final_congestion.png
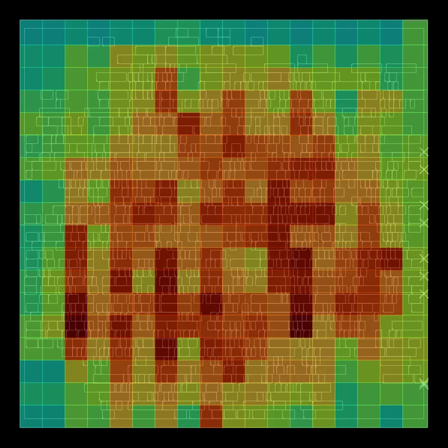
gate_families.png
The bar under the picture is 20 um long.
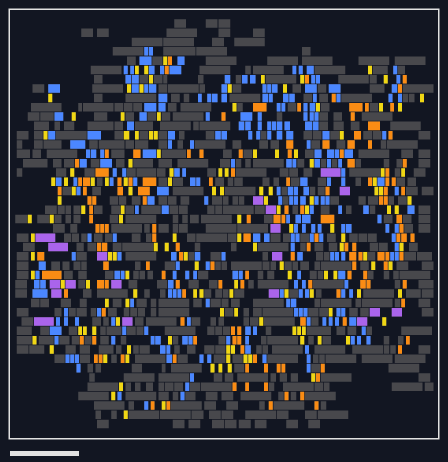
clock_map.png
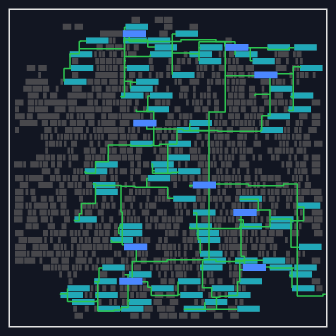
[config.mk]
export PLATFORM = sky130hd
export DESIGN_NAME = brch_ckpt_ctrl
export DESIGN_NICKNAME = d
export VERILOG_FILES = /design/src/rtl/brch_pkg.sv /design/src/rtl/brch_age_matrix.sv /design/src/rtl/brch_ckpt_ctrl.sv
export SDC_FILE = /design/constraint.sdc
export NUM_CORES = 1
export LEC_CHECK = 0
export ABC_AREA = 1
export CAP_MARGIN = 20
export CORE_UTILIZATION = 43
export CTS_CLUSTER_DIAMETER = 60
export CTS_CLUSTER_SIZE = 8
export DETAILED_ROUTE_END_ITERATION = 8
export GPL_ROUTABILITY_DRIVEN = 0
export PLACE_DENSITY = 0.72
export SYNTH_ARGS = -nofsm -noshare
export SYNTH_HDL_FRONTEND = slang
export SYNTH_SLANG_ARGS = --single-unit
[constraint.sdc]
create_clock -name clk -period 3.2 [get_ports clk]
set_input_delay 0.64 -clock clk [delete_from_list [all_inputs] [get_ports clk]]
set_output_delay 0.64 -clock clk [all_outputs]
set_load 0.005 [all_outputs]
[src/rtl/brch_pkg.sv]
// -----------------------------------------------------------------------------
// brch_pkg
// Shared definitions for the branch checkpoint controller:
//   NUM_LANES  - decode group width
//   ROB_W      - ROB index width
//   POS_W      - free-list pointer width
//   state_e    - recovery FSM states
//   slot_t     - one checkpoint slot {vld, rob_indx, pos}
// -----------------------------------------------------------------------------
package brch_pkg;

  localparam int NUM_LANES = 4;
  localparam int ROB_W     = 6;
  localparam int POS_W     = 6;

  typedef enum logic [1:0] {
    ST_IDLE    = 2'd0,
    ST_FLUSH   = 2'd1,
    ST_RECOVER = 2'd2
  } state_e;

  typedef struct packed {
    logic             vld;
    logic [ROB_W-1:0] rob_indx;
    logic [POS_W-1:0] pos;
  } slot_t;

endpackage

[src/rtl/brch_age_matrix.sv]
// -----------------------------------------------------------------------------
// brch_age_matrix
// N x N relative-age matrix for the checkpoint slots. Bit yng[i][j] = 1 means
// slot i is younger than slot j.
// Ports:
//   clk, rst_n   - clock, asynchronous active-low reset (matrix cleared)
//   vld          - currently valid slots
//   alloc_mask   - slots written this cycle (allocated in ascending slot
//                  order, so a lower allocated slot belongs to a lower lane)
//   free_mask    - slots invalidated this cycle (row and column cleared)
//   sel          - one-hot slot whose younger set is requested
//   younger      - slots younger than the selected slot
// -----------------------------------------------------------------------------
module brch_age_matrix #(
  parameter int N = 4
) (
  input  logic         clk,
  input  logic         rst_n,
  input  logic [N-1:0] vld,
  input  logic [N-1:0] alloc_mask,
  input  logic [N-1:0] free_mask,
  input  logic [N-1:0] sel,
  output logic [N-1:0] younger
);

  logic [N-1:0] yng_q [N];
  logic [N-1:0] yng_d [N];

  always_comb begin
    for (int i = 0; i < N; i++) begin
      for (int j = 0; j < N; j++) begin
        yng_d[i][j] = yng_q[i][j];
        // A new slot is younger than every valid slot and every slot taken
        // by a lower lane in the same group.
        if (alloc_mask[i]) begin
          yng_d[i][j] = vld[j] | (alloc_mask[j] && (j < i));
        end else if (alloc_mask[j]) begin
          yng_d[i][j] = 1'b0;
        end
        // Freeing wins so a slot retired this cycle never looks older.
        if (free_mask[i] || free_mask[j]) begin
          yng_d[i][j] = 1'b0;
        end
      end
    end
  end

  always_ff @(posedge clk or negedge rst_n) begin
    if (!rst_n) begin
      for (int i = 0; i < N; i++) begin
        yng_q[i] <= '0;
      end
    end else begin
      for (int i = 0; i < N; i++) begin
        yng_q[i] <= yng_d[i];
      end
    end
  end

  for (genvar gi = 0; gi < N; gi++) begin : g_younger
    assign younger[gi] = |(yng_q[gi] & sel);
  end

endmodule

[src/rtl/brch_ckpt_ctrl.sv]
// -----------------------------------------------------------------------------
// brch_ckpt_ctrl
// Branch checkpoint allocator with mispredict flush/recovery sequencing.
// Ports:
//   clk, rst_n                 - clock, asynchronous active-low reset
//   brch_vld[3:0]              - per-lane branch flags, lane 0 oldest
//   brch_indx0..3              - ROB index per lane
//   curr_pos                   - free-list pointer at start of group
//   pr_need_inst[3:0]          - per-lane physical register consumption
//   cmt_brch, cmt_brch_indx    - branch commit
//   mis_pred, brch_mis_indx    - branch mispredict
//   stall                      - decode group not accepted
//   flush, flush_pos, flush_indx - one-cycle flush with checkpoint data
//   free_cnt                   - registered count of free slots
// Optional (macro BRCH_CKPT_STATS_EN):
//   mis_cnt   - saturating count of accepted mispredicts
//   stall_cnt - saturating count of stalled cycles with branches present
// -----------------------------------------------------------------------------
module brch_ckpt_ctrl
  import brch_pkg::*;
#(
  parameter int NUM_CKPT  = 4,
  parameter int RECOV_CYC = 2
) (
  input  logic             clk,
  input  logic             rst_n,
  input  logic [3:0]       brch_vld,
  input  logic [ROB_W-1:0] brch_indx0,
  input  logic [ROB_W-1:0] brch_indx1,
  input  logic [ROB_W-1:0] brch_indx2,
  input  logic [ROB_W-1:0] brch_indx3,
  input  logic [POS_W-1:0] curr_pos,
  input  logic [3:0]       pr_need_inst,
  input  logic             cmt_brch,
  input  logic [ROB_W-1:0] cmt_brch_indx,
  input  logic             mis_pred,
  input  logic [ROB_W-1:0] brch_mis_indx,
  output logic             stall,
  output logic             flush,
  output logic [POS_W-1:0] flush_pos,
  output logic [ROB_W-1:0] flush_indx,
  output logic [3:0]       free_cnt
`ifdef BRCH_CKPT_STATS_EN
  ,
  output logic [15:0]      mis_cnt,
  output logic [15:0]      stall_cnt
`endif
);

  slot_t               slot_q [NUM_CKPT];
  slot_t               slot_d [NUM_CKPT];
  logic [NUM_CKPT-1:0] vld_q;
  logic [NUM_CKPT-1:0] cmt_hit, mis_hit, mis_sel, younger;
  logic [NUM_CKPT-1:0] free_mask, alloc_mask;
  logic [ROB_W-1:0]    lane_indx [NUM_LANES];
  logic [POS_W-1:0]    lane_pos  [NUM_LANES];
  logic [2:0]          brch_num;
  logic                mis_take, accept;
  logic [POS_W-1:0]    sel_pos;
  logic [ROB_W-1:0]    sel_indx;
  logic [3:0]          free_cnt_q, free_cnt_d;

  state_e              state_q, state_d;
  logic                flush_q, flush_d;
  logic [POS_W-1:0]    flush_pos_q, flush_pos_d;
  logic [ROB_W-1:0]    flush_indx_q, flush_indx_d;
  logic [2:0]          recov_cnt_q, recov_cnt_d;

  // The last lane's register use only affects the next group's pointer.
  logic                unused_pr;
  assign unused_pr = pr_need_inst[3];

  assign lane_indx[0] = brch_indx0;
  assign lane_indx[1] = brch_indx1;
  assign lane_indx[2] = brch_indx2;
  assign lane_indx[3] = brch_indx3;

  // Lane position = curr_pos + registers consumed by older lanes (6-bit wrap).
  assign lane_pos[0] = curr_pos;
  for (genvar gi = 1; gi < NUM_LANES; gi++) begin : g_lane_pos
    assign lane_pos[gi] = lane_pos[gi-1] + {{(POS_W-1){1'b0}}, pr_need_inst[gi-1]};
  end

  for (genvar gi = 0; gi < NUM_CKPT; gi++) begin : g_hit
    assign vld_q[gi]   = slot_q[gi].vld;
    assign cmt_hit[gi] = cmt_brch && slot_q[gi].vld && (slot_q[gi].rob_indx == cmt_brch_indx);
    assign mis_hit[gi] = mis_pred && slot_q[gi].vld && (slot_q[gi].rob_indx == brch_mis_indx);
  end

  assign brch_num = 3'(brch_vld[0]) + 3'(brch_vld[1]) + 3'(brch_vld[2]) + 3'(brch_vld[3]);
  assign mis_take = (state_q == ST_IDLE) && (|mis_hit);
  assign stall    = (state_q != ST_IDLE) || mis_pred || ({1'b0, brch_num} > free_cnt_q);
  assign accept   = !stall;

  // Lowest matching slot wins in case of duplicate ROB indices.
  always_comb begin
    logic found;
    found    = 1'b0;
    mis_sel  = '0;
    sel_pos  = '0;
    sel_indx = '0;
    for (int s = 0; s < NUM_CKPT; s++) begin
      if (mis_hit[s] && !found) begin
        found      = 1'b1;
        mis_sel[s] = 1'b1;
        sel_pos    = slot_q[s].pos;
        sel_indx   = slot_q[s].rob_indx;
      end
    end
  end

  assign free_mask = cmt_hit | (mis_take ? (mis_sel | younger) : '0);

  // Slot update: retire freed slots, then hand the free slots (as seen at the
  // start of the cycle) to branch lanes in ascending order.
  always_comb begin
    logic found;
    found      = 1'b0;
    alloc_mask = '0;
    for (int s = 0; s < NUM_CKPT; s++) begin
      slot_d[s] = slot_q[s];
      if (free_mask[s]) begin
        slot_d[s].vld = 1'b0;
      end
    end
    if (accept) begin
      for (int k = 0; k < NUM_LANES; k++) begin
        found = 1'b0;
        for (int s = 0; s < NUM_CKPT; s++) begin
          if (brch_vld[k] && !found && !vld_q[s] && !alloc_mask[s]) begin
            found         = 1'b1;
            alloc_mask[s] = 1'b1;
            slot_d[s]     = {1'b1, lane_indx[k], lane_pos[k]};
          end
        end
      end
    end
  end

  always_comb begin
    free_cnt_d = '0;
    for (int s = 0; s < NUM_CKPT; s++) begin
      if (!slot_d[s].vld) begin
        free_cnt_d = free_cnt_d + 4'd1;
      end
    end
  end

  always_ff @(posedge clk or negedge rst_n) begin
    if (!rst_n) begin
      for (int s = 0; s < NUM_CKPT; s++) begin
        slot_q[s] <= '0;
      end
      free_cnt_q <= 4'(NUM_CKPT);
    end else begin
      for (int s = 0; s < NUM_CKPT; s++) begin
        slot_q[s] <= slot_d[s];
      end
      free_cnt_q <= free_cnt_d;
    end
  end

  brch_age_matrix #(
    .N (NUM_CKPT)
  ) u_age (
    .clk        (clk),
    .rst_n      (rst_n),
    .vld        (vld_q),
    .alloc_mask (alloc_mask),
    .free_mask  (free_mask),
    .sel        (mis_sel),
    .younger    (younger)
  );

  // Recovery FSM next-state and registered outputs.
  always_comb begin
    state_d      = state_q;
    flush_d      = 1'b0;
    flush_pos_d  = flush_pos_q;
    flush_indx_d = flush_indx_q;
    recov_cnt_d  = recov_cnt_q;
    case (state_q)
      ST_IDLE: begin
        if (mis_take) begin
          state_d      = ST_FLUSH;
          flush_d      = 1'b1;
          flush_pos_d  = sel_pos;
          flush_indx_d = sel_indx;
        end
      end
      ST_FLUSH: begin
        state_d     = ST_RECOVER;
        recov_cnt_d = 3'(RECOV_CYC - 1);
      end
      ST_RECOVER: begin
        if (recov_cnt_q == 3'd0) begin
          state_d = ST_IDLE;
        end else begin
          recov_cnt_d = recov_cnt_q - 3'd1;
        end
      end
      default: state_d = ST_IDLE;
    endcase
  end

  always_ff @(posedge clk or negedge rst_n) begin
    if (!rst_n) begin
      state_q      <= ST_IDLE;
      flush_q      <= 1'b0;
      flush_pos_q  <= '0;
      flush_indx_q <= '0;
      recov_cnt_q  <= '0;
    end else begin
      state_q      <= state_d;
      flush_q      <= flush_d;
      flush_pos_q  <= flush_pos_d;
      flush_indx_q <= flush_indx_d;
      recov_cnt_q  <= recov_cnt_d;
    end
  end

  assign flush      = flush_q;
  assign flush_pos  = flush_pos_q;
  assign flush_indx = flush_indx_q;
  assign free_cnt   = free_cnt_q;

`ifdef BRCH_CKPT_STATS_EN
  logic [15:0] mis_cnt_q, mis_cnt_d;
  logic [15:0] stall_cnt_q, stall_cnt_d;

  always_comb begin
    mis_cnt_d   = mis_cnt_q;
    stall_cnt_d = stall_cnt_q;
    if (mis_take && (mis_cnt_q != 16'hFFFF)) begin
      mis_cnt_d = mis_cnt_q + 16'd1;
    end
    if (stall && (brch_vld != 4'd0) && (stall_cnt_q != 16'hFFFF)) begin
      stall_cnt_d = stall_cnt_q + 16'd1;
    end
  end

  always_ff @(posedge clk or negedge rst_n) begin
    if (!rst_n) begin
      mis_cnt_q   <= '0;
      stall_cnt_q <= '0;
    end else begin
      mis_cnt_q   <= mis_cnt_d;
      stall_cnt_q <= stall_cnt_d;
    end
  end

  assign mis_cnt   = mis_cnt_q;
  assign stall_cnt = stall_cnt_q;
`endif

endmodule

==> flow_summary.ini <==
; flow metrics
[outcome]
status = complete, but fails checks
failed_checks = DRC, setup timing

[flow_run]
warnings = 32

[clocking]
post_cts_buffers = 6
clk_pin_slew_worst_paths_ns = 0.06
htreeDepth = 3
cts_tree = done

[critical_path]
critPathKind = primary input to flip-flop
critPathMaxFanout = 3
rrSetupSlack_ns = 0.38

[yosys]
syn_avg_cell_area_um2 = 6.997
top_cell_area_share_pct = 32.72
ys_async_sr_fraction_pct = 100.0
yosys.area.top_type = dfrtp_1
synthTopCellsByCount = nand2_1, inv_1, nor2_1, dfrtp_1, a21oi_1

[timing]
period_used_pct = 101.7
report.final.slew_viol_count = 0
timing.final.ws_setup_ns = -0.05475
setup_viol = 3

[routing]
routedLengthMet1_um = 9521
drc = 18

[power]
power.group.top = combinational logic
p_comb_share_pct = 55.3
switching_share_pct = 44.51

[layout]
flops = 86
finish.utilization_pct = 59.30
inverters_excl_clock = 140
multi_input_comb_cells = 676
seq_area_um2 = 2153

[floorplan]
rows = 44

[global_routing]
grt_pass1_vias = 6985

[place]
placed_cells = 1269
-- final_congestion.png (at the start) --
met2 usage: 46.13%
global routing usage on met3: 8.558%

-- gate_families.png (at the start) --
- blue: NAND gates (cells 257)
- purple: XOR/XNOR gates (cells 19)
- orange: NOR gates (cells 146)
- yellow: inverters (cells 140)
Comb area share: 44.48%
most frequent logic cell in the layout: nand2_1
Final Non-Filler Cells: 1293

-- clock_map.png (at the start) --
- green: clock wires (length 1230 um)
- blue: cells driving clock nets (count 9)
- cyan: flip-flops (count 86)
- flops lie: all over the die
clock group power: 0.987 mW
clock skew: 0.007116 ns
clock share of power: 15.2%

Power and IR drop assume default switching activity.
